**Run 1: metal layers overlaid**

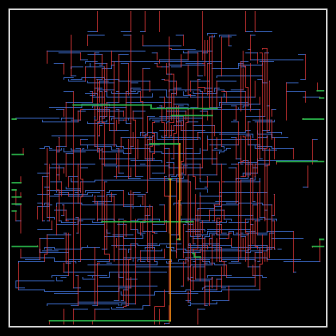
**Run 1: logic cells by family**

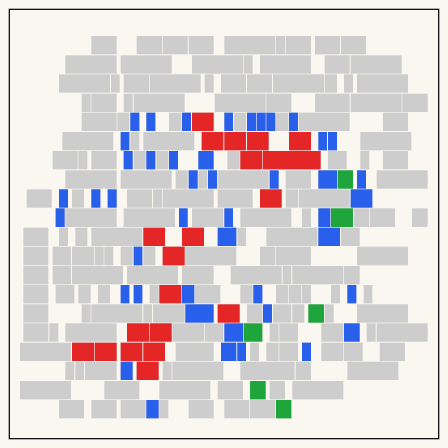
**Run 1: signal wires on met2**

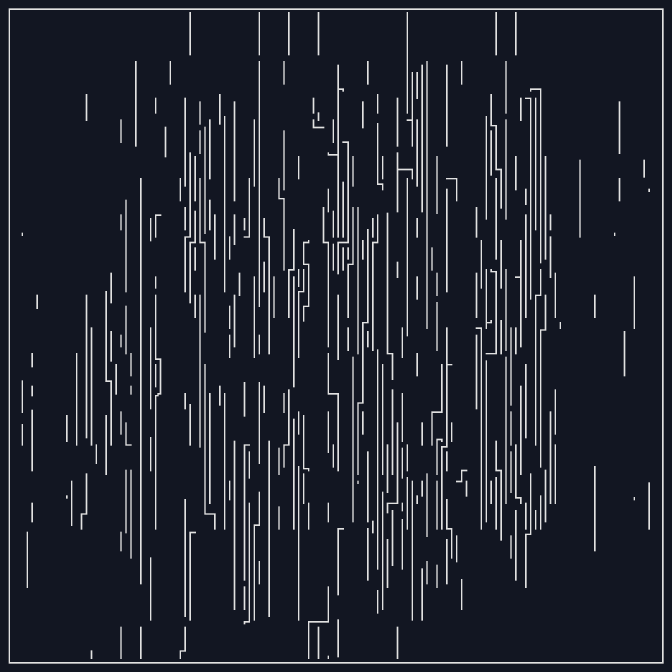
**Run 1: cell density map**

The die is cut into 6 by 6 equal tiles; white is low, dark blue is high, 0 to 100% covered.
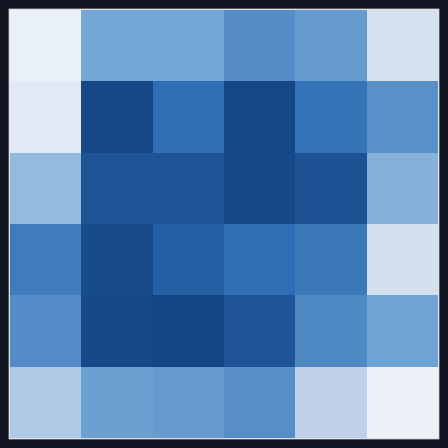
`config.mk`:
```
export PLATFORM = sky130hd
export DESIGN_NAME = uart_rx_ctrl
export DESIGN_NICKNAME = d
export VERILOG_FILES = /design/src/rtl/uart_rx_pkg.sv /design/src/rtl/uart_rx_ctrl_edge_bit_counter.sv /design/src/rtl/uart_rx_ctrl.sv
export SDC_FILE = /design/constraint.sdc
export NUM_CORES = 1
export LEC_CHECK = 0
export CORE_UTILIZATION = 55
export CTS_BUF_LIST = sky130_fd_sc_hd__clkbuf_8
export DETAILED_ROUTE_END_ITERATION = 16
export PLACE_DENSITY = 0.9
export SLEW_MARGIN = 30
export SYNTH_ARGS = -nofsm -noshare
export SYNTH_HDL_FRONTEND = slang
export SYNTH_SLANG_ARGS = --single-unit
export TNS_END_PERCENT = 20
```
`constraint.sdc`:
```
create_clock -name CLK -period 2.9 [get_ports CLK]
set_input_delay 0.58 -clock CLK [delete_from_list [all_inputs] [get_ports CLK]]
set_output_delay 0.58 -clock CLK [all_outputs]
set_load 0.05 [all_outputs]
```
`src/rtl/uart_rx_pkg.sv`:
```
// Shared types and constants for the UART receive controller.
// The state encoding is binary with IDLE at zero so a cleared register is idle.
package uart_rx_pkg;

    typedef enum logic [2:0] {
        IDLE   = 3'd0,
        START  = 3'd1,
        DATA   = 3'd2,
        PARITY = 3'd3,
        STOP   = 3'd4,
        DONE   = 3'd5
    } state_t;

    localparam logic       PAR_EVEN     = 1'b0;
    localparam logic       PAR_ODD      = 1'b1;
    localparam logic [4:0] MIN_PRESCALE = 5'd8;

    function automatic logic [4:0] clamp_prescale(input logic [4:0] p);
        return (p < MIN_PRESCALE) ? MIN_PRESCALE : p;
    endfunction

    // Expected parity bit given the XOR-reduction of the data word.
    function automatic logic expected_parity(input logic data_xor, input logic typ);
        logic r;
        case (typ)
            PAR_EVEN: r = data_xor;
            PAR_ODD:  r = ~data_xor;
            default:  r = data_xor;
        endcase
        return r;
    endfunction

endpackage

```
`src/rtl/uart_rx_ctrl_edge_bit_counter.sv`:
```
// Oversampling edge counter and received-bit counter for the UART receiver.
// edge_end is combinational so the FSM can advance on the last edge of a bit.
module edge_bit_counter
    import uart_rx_pkg::*;
#(
    parameter int DATA_WIDTH = 8,
    localparam int BW = $clog2(DATA_WIDTH + 1)
) (
    input  logic          clk,
    input  logic          reset,
    input  logic          busy,
    input  logic          abort,
    input  logic          bit_inc,
    input  logic [4:0]    prescale_l,
    output logic [4:0]    edge_count,
    output logic          edge_end,
    output logic [BW-1:0] bit_count
);

    assign edge_end = busy && (edge_count == (prescale_l - 5'd1));

    // Edge index within the current bit; held at zero outside the bit states.
    always_ff @(posedge clk) begin
        if (reset) begin
            edge_count <= 5'd0;
        end else if (!busy || abort || edge_end) begin
            edge_count <= 5'd0;
        end else begin
            edge_count <= edge_count + 5'd1;
        end
    end

    // Number of data bits evaluated in the current frame.
    always_ff @(posedge clk) begin
        if (reset) begin
            bit_count <= '0;
        end else if (!busy) begin
            bit_count <= '0;
        end else if (bit_inc) begin
            bit_count <= bit_count + BW'(1);
        end else begin
            bit_count <= bit_count;
        end
    end

endmodule

```
`src/rtl/uart_rx_ctrl.sv`:
```
// UART receive controller: start detect, frame FSM, data assembly and
// parity/stop checking with one-cycle result pulses.
module uart_rx_ctrl
    import uart_rx_pkg::*;
#(
    parameter int DATA_WIDTH = 8
) (
    input  logic                  CLK,
    input  logic                  Reset,
    input  logic                  S_Data,
    input  logic [4:0]            Prescale,
    input  logic                  PAR_EN,
    input  logic                  PAR_TYP,
    input  logic                  Sampled_bit,
    output logic [4:0]            edge_count,
    output logic                  edge_end,
    output logic                  S_EN,
    output logic [DATA_WIDTH-1:0] P_DATA,
    output logic                  Data_valid,
    output logic                  Par_err,
    output logic                  Stop_err
);

    localparam int BW = $clog2(DATA_WIDTH + 1);

    state_t                state_r, next_state_s, prev_state_r;
    logic                  bit_ready_r;
    logic [DATA_WIDTH-1:0] shift_r;
    logic [4:0]            prescale_r;
    logic                  par_en_r, par_typ_r, par_flag_r;
    logic [BW-1:0]         bit_count_s;
    logic                  busy_s, start_det_s, glitch_s, data_eval_s, par_eval_s, last_bit_s;

    assign busy_s      = (state_r == START) || (state_r == DATA) ||
                         (state_r == PARITY) || (state_r == STOP);
    assign start_det_s = ((state_r == IDLE) || (state_r == DONE)) && !S_Data;
    // prev_state_r names the bit whose vote arrives with bit_ready_r.
    assign glitch_s    = bit_ready_r && (prev_state_r == START) && Sampled_bit;
    assign data_eval_s = bit_ready_r && (prev_state_r == DATA);
    assign par_eval_s  = bit_ready_r && (prev_state_r == PARITY);
    assign last_bit_s  = (bit_count_s == BW'(DATA_WIDTH - 1));

    edge_bit_counter #(.DATA_WIDTH(DATA_WIDTH)) u_counter (
        .clk        (CLK),
        .reset      (Reset),
        .busy       (busy_s),
        .abort      (glitch_s),
        .bit_inc    (data_eval_s),
        .prescale_l (prescale_r),
        .edge_count (edge_count),
        .edge_end   (edge_end),
        .bit_count  (bit_count_s)
    );

    // State register.
    always_ff @(posedge CLK) begin
        if (Reset) begin
            state_r <= IDLE;
        end else begin
            state_r <= next_state_s;
        end
    end

    // Next-state logic.
    always_comb begin
        next_state_s = state_r;
        case (state_r)
            IDLE:   next_state_s = S_Data ? IDLE : START;
            START:  next_state_s = edge_end ? DATA : START;
            DATA: begin
                if (glitch_s) begin
                    next_state_s = IDLE;
                end else if (edge_end && last_bit_s) begin
                    next_state_s = par_en_r ? PARITY : STOP;
                end else begin
                    next_state_s = DATA;
                end
            end
            PARITY: next_state_s = edge_end ? STOP : PARITY;
            STOP:   next_state_s = edge_end ? DONE : STOP;
            DONE:   next_state_s = S_Data ? IDLE : START;
            default: next_state_s = IDLE;
        endcase
    end

    // FSM outputs.
    always_comb begin
        S_EN = 1'b0;
        if (state_r != IDLE) begin
            S_EN = 1'b1;
        end else begin
            S_EN = 1'b0;
        end
    end

    // Bit timing, latched configuration, shift register and parity tracking.
    always_ff @(posedge CLK) begin
        if (Reset) begin
            bit_ready_r  <= 1'b0;
            prev_state_r <= IDLE;
            prescale_r   <= 5'd0;
            par_en_r     <= 1'b0;
            par_typ_r    <= 1'b0;
            par_flag_r   <= 1'b0;
            shift_r      <= '0;
        end else begin
            bit_ready_r  <= edge_end;
            prev_state_r <= state_r;
            if (start_det_s) begin
                prescale_r <= clamp_prescale(Prescale);
                par_en_r   <= PAR_EN;
                par_typ_r  <= PAR_TYP;
                par_flag_r <= 1'b0;
            end else if (par_eval_s) begin
                par_flag_r <= (Sampled_bit != expected_parity(^shift_r, par_typ_r));
            end
            if (data_eval_s) begin
                shift_r <= {Sampled_bit, shift_r[DATA_WIDTH-1:1]};
            end
        end
    end

    // Result pulses registered on leaving DONE, where the stop vote is present.
    always_ff @(posedge CLK) begin
        if (Reset) begin
            Data_valid <= 1'b0;
            Par_err    <= 1'b0;
            Stop_err   <= 1'b0;
            P_DATA     <= '0;
        end else if (state_r == DONE) begin
            Data_valid <= !par_flag_r && Sampled_bit;
            Par_err    <= par_flag_r;
            Stop_err   <= !Sampled_bit;
            if (!par_flag_r && Sampled_bit) begin
                P_DATA <= shift_r;
            end
        end else begin
            Data_valid <= 1'b0;
            Par_err    <= 1'b0;
            Stop_err   <= 1'b0;
        end
    end

endmodule
```
==> Slide: Implementation Results, run 1 <==
Run Summary

Finish
  – Final net count: 251
  – Top Layout Cells: 43 x sky130_fd_sc_hd__dfxtp_1, 32 x sky130_fd_sc_hd__nand2_1, 27 x sky130_fd_sc_hd__clkdlybuf4s50_1

Setup path
  – Crit end category: primary output
  – Levels on crit path: 7
  – Destination of the critical timing path: edge_end
  – Ordered cell list for the critical path: inv_1 > ha_1 > o21ba_2 > a22oi_2 > o2111ai_2 > inv_1 > buf_12
  – Type of element launching the critical path: flip-flop

Power and ir drop
  – Proportion of power drawn by the clock network: 0.331
  – Power density cells: 467 nW/um^2
  – Combinational cell fraction of total power: 0.097

Route
  – Routed WL per cell: 12.7 um
  – Highest routing layer actually used: met4
  – Detail Route met3 WL: 116 um

GRT
  – Total global-route track usage: 0.229

Synthesis
  – Dominant kind of combinational cell: simple AND/OR/NAND/NOR gates
  – Post-synth tally of flip-flops with integrated enable: 0
  – #FFs+latches synth: 43
  – Synth top cells by count: 43 x sky130_fd_sc_hd__dfxtp_1, 32 x sky130_fd_sc_hd__nand2_1, 25 x sky130_fd_sc_hd__nor2_1
  – Warnings from Yosys: 0

Outcome
  – Outcome: finished clean

Timing
  – RSZ-0062 raised after global routing: no
  – Fin. max-slew vios: 0

Floorplanning
  – Die boundary width: 60.8 um
  – Die Area: 3690 um^2
-- 'metal layers overlaid' (at the start) --
| layer | colour | wire length |
|---|---|---|
| metal 4 | orange | 45.6 um |
| metal 1 | blue | 1,700 um |
| metal 2 | red | 1,720 um |
| metal 3 | green | 116 um |

-- 'logic cells by family' (at the start) --
| family | colour | cells |
|---|---|---|
| AND and OR gates | green | 6 |
| NAND gates | blue | 45 |
| XOR/XNOR gates | red | 20 |

-- 'signal wires on met2' (at the start) --
share of all routed wire: 48%
main direction: vertical
longest straight run: 37.7 um

-- 'cell density map' (at the start) --
fullest tile: 92%
densest ninth of the die: centre
tiles over 75% full: 33%
mean over tiles: 61%

-- run 1: cell type report --
type                            instances  share of cell area
Clock inverter                          3             0.00547
Multi-Input combinational cell        152               0.424
Inverter                                6             0.00984
Sequential cell                        43               0.376
Clock buffer                            5              0.0301
Tap cell                               44              0.0241
Timing Repair Buffer                   29               0.130
-- run 1: registers in the layout (all words and copies together) (netlist names) --
| register | flops |
|---|---|
| par_en_r | 1 |
| prev_state_r | 3 |
| state_r | 3 |
| Stop_err | 1 |
| par_typ_r | 1 |
| P_DATA | 8 |
| Data_valid | 1 |
| bit_ready_r | 1 |
| prescale_r | 5 |
| u_counter.edge_count | 5 |
| par_flag_r | 1 |
| shift_r | 8 |
| Par_err | 1 |
| u_counter.bit_count | 4 |
**Run 1: routing congestion map**

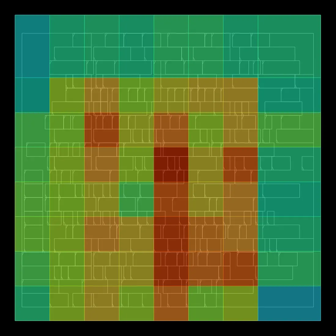

--- run 2 (diff from run 1) ---
clock period = 3.21 ns   (was 2.9 ns; I/O delays follow)
**Run 2: routing congestion map**

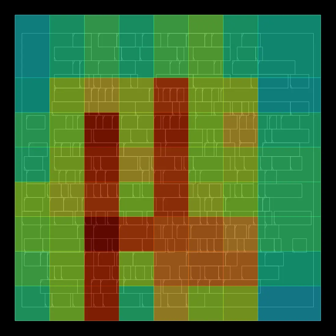
Routed WL per cell: 13.2 um
most used routing layer: met2

==> run 2 against run 1 <==
Against the previous run: flip-flop count unchanged; clock power down 5.9%; power down 8.1%; via count up 2.5%; die size unchanged; global-route usage about the same; area after synthesis unchanged.
==> Slide: Implementation Results, run 2 <==
Run Summary

Outcome
  – Outcome: finished clean

Floorplanning
  – Floorplan-stage core utilization: 0.602
  – Core Footprint: 3150 um^2
  – Die boundary width: 60.8 um
  – Die Area: 3690 um^2

Power and ir drop
  – Proportion of power drawn by the clock network: 0.339
  – Combinational cell power: 0.0961 mW
  – IR drop worst, VDD: 341 uV
  – Power density cells: 431 nW/um^2
  – Combinational cell fraction of total power: 0.098
  – Power consumed by sequential cells: 0.553 mW
  – Static leakage: 0.876 nW

Synthesis
  – Synth Instances: 210
  – Warnings from Yosys: 0
  – #FFs+latches synth: 43
  – Post-synth tally of flip-flops with integrated enable: 0
  – Yosys adder share: 0.0198
  – Synth top cells by count: 43 x sky130_fd_sc_hd__dfxtp_1, 32 x sky130_fd_sc_hd__nand2_1, 25 x sky130_fd_sc_hd__nor2_1
  – Cell area after synthesis: 1900 um^2
  – Proportion of synthesized chip area in sequential cells: 0.453
  – And+or+nand+nor area frac: 0.228
  – Dominant kind of combinational cell: simple AND/OR/NAND/NOR gates

Setup path
  – Crit path largest cell delay: 0.41 ns
  – Slowest library cell on the worst path: sky130_fd_sc_hd__dfxtp_1
  – Levels on crit path: 7
  – Crit end category: primary output
  – Most common cell on crit path: sky130_fd_sc_hd__inv_1
  – Crit path required time: 2.57 ns
  – Type of element launching the critical path: flip-flop
  – Ordered cell list for the critical path: inv_1 > ha_1 > o21ba_2 > a22oi_2 > o2111ai_2 > inv_1 > buf_4

Clock tree
  – Root cell of the clock tree: sky130_fd_sc_hd__clkbuf_8
  – CTS H-tree depth: 2

Timing
  – RSZ-0062 raised after global routing: no
  – Fin. max-slew vios: 0

GRT
  – Antenna violations before repair: 0
  – Total global-route track usage: 0.229

Route
  – Wire length after detailed routing: 3.71 mm
  – Count of routing violations after the opening detailed-route iteration: 71
  – Vias per cell: 5.38

Finish
  – Biggest registers after layout: P_DATA (8), shift_r (8)
  – Top Layout Cells: 43 x sky130_fd_sc_hd__dfxtp_1, 32 x sky130_fd_sc_hd__nand2_1, 27 x sky130_fd_sc_hd__clkdlybuf4s50_1
  – Final net count: 251
  – Fin area: 2280 um^2

Placed design
  – Gp weighted congestion: 0.808
**Run 2: signal wires on met2**

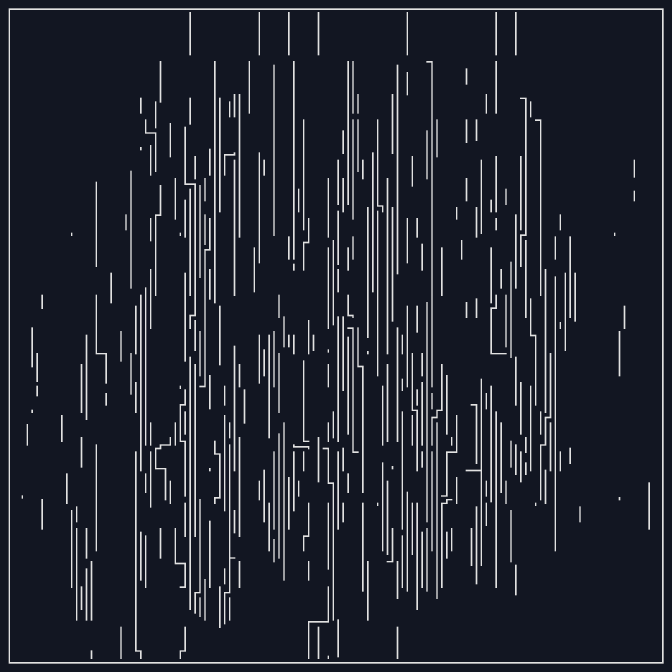
nets with wire on the layer: 202
wire length on this layer: 1,720 um
share of all routed wire: 46%
longest straight run: 30.3 um

==> run 2: cell type report <==
type / instances / area, um^2 / area share
Clock buffer: 5 / 68.8 / 0.0302
Inverter: 6 / 22.5 / 0.00988
Timing Repair Buffer: 29 / 285 / 0.125
Clock inverter: 3 / 16.3 / 0.00714
Tap cell: 44 / 55.1 / 0.0241
Sequential cell: 43 / 861 / 0.378
Multi-Input combinational cell: 152 / 971 / 0.426
==> run 2: final timing paths <==
check	start	end	slack [ns]
setup reg to reg	prescale_r[0]	state_r[2]	1.21
setup / recovery	prescale_r[0]	edge_end	0.56
hold / removal	par_flag_r	Data_valid	0.47
hold reg to reg	par_flag_r	Data_valid	0.47
==> run 2: routing by layer <==
layer,global-route usage,wire length (um)
met5,0,0
met2,0.344,1720
met1,0.302,1770
met4,0.101,58
met3,0.0725,163
Power and IR drop assume default switching activity.
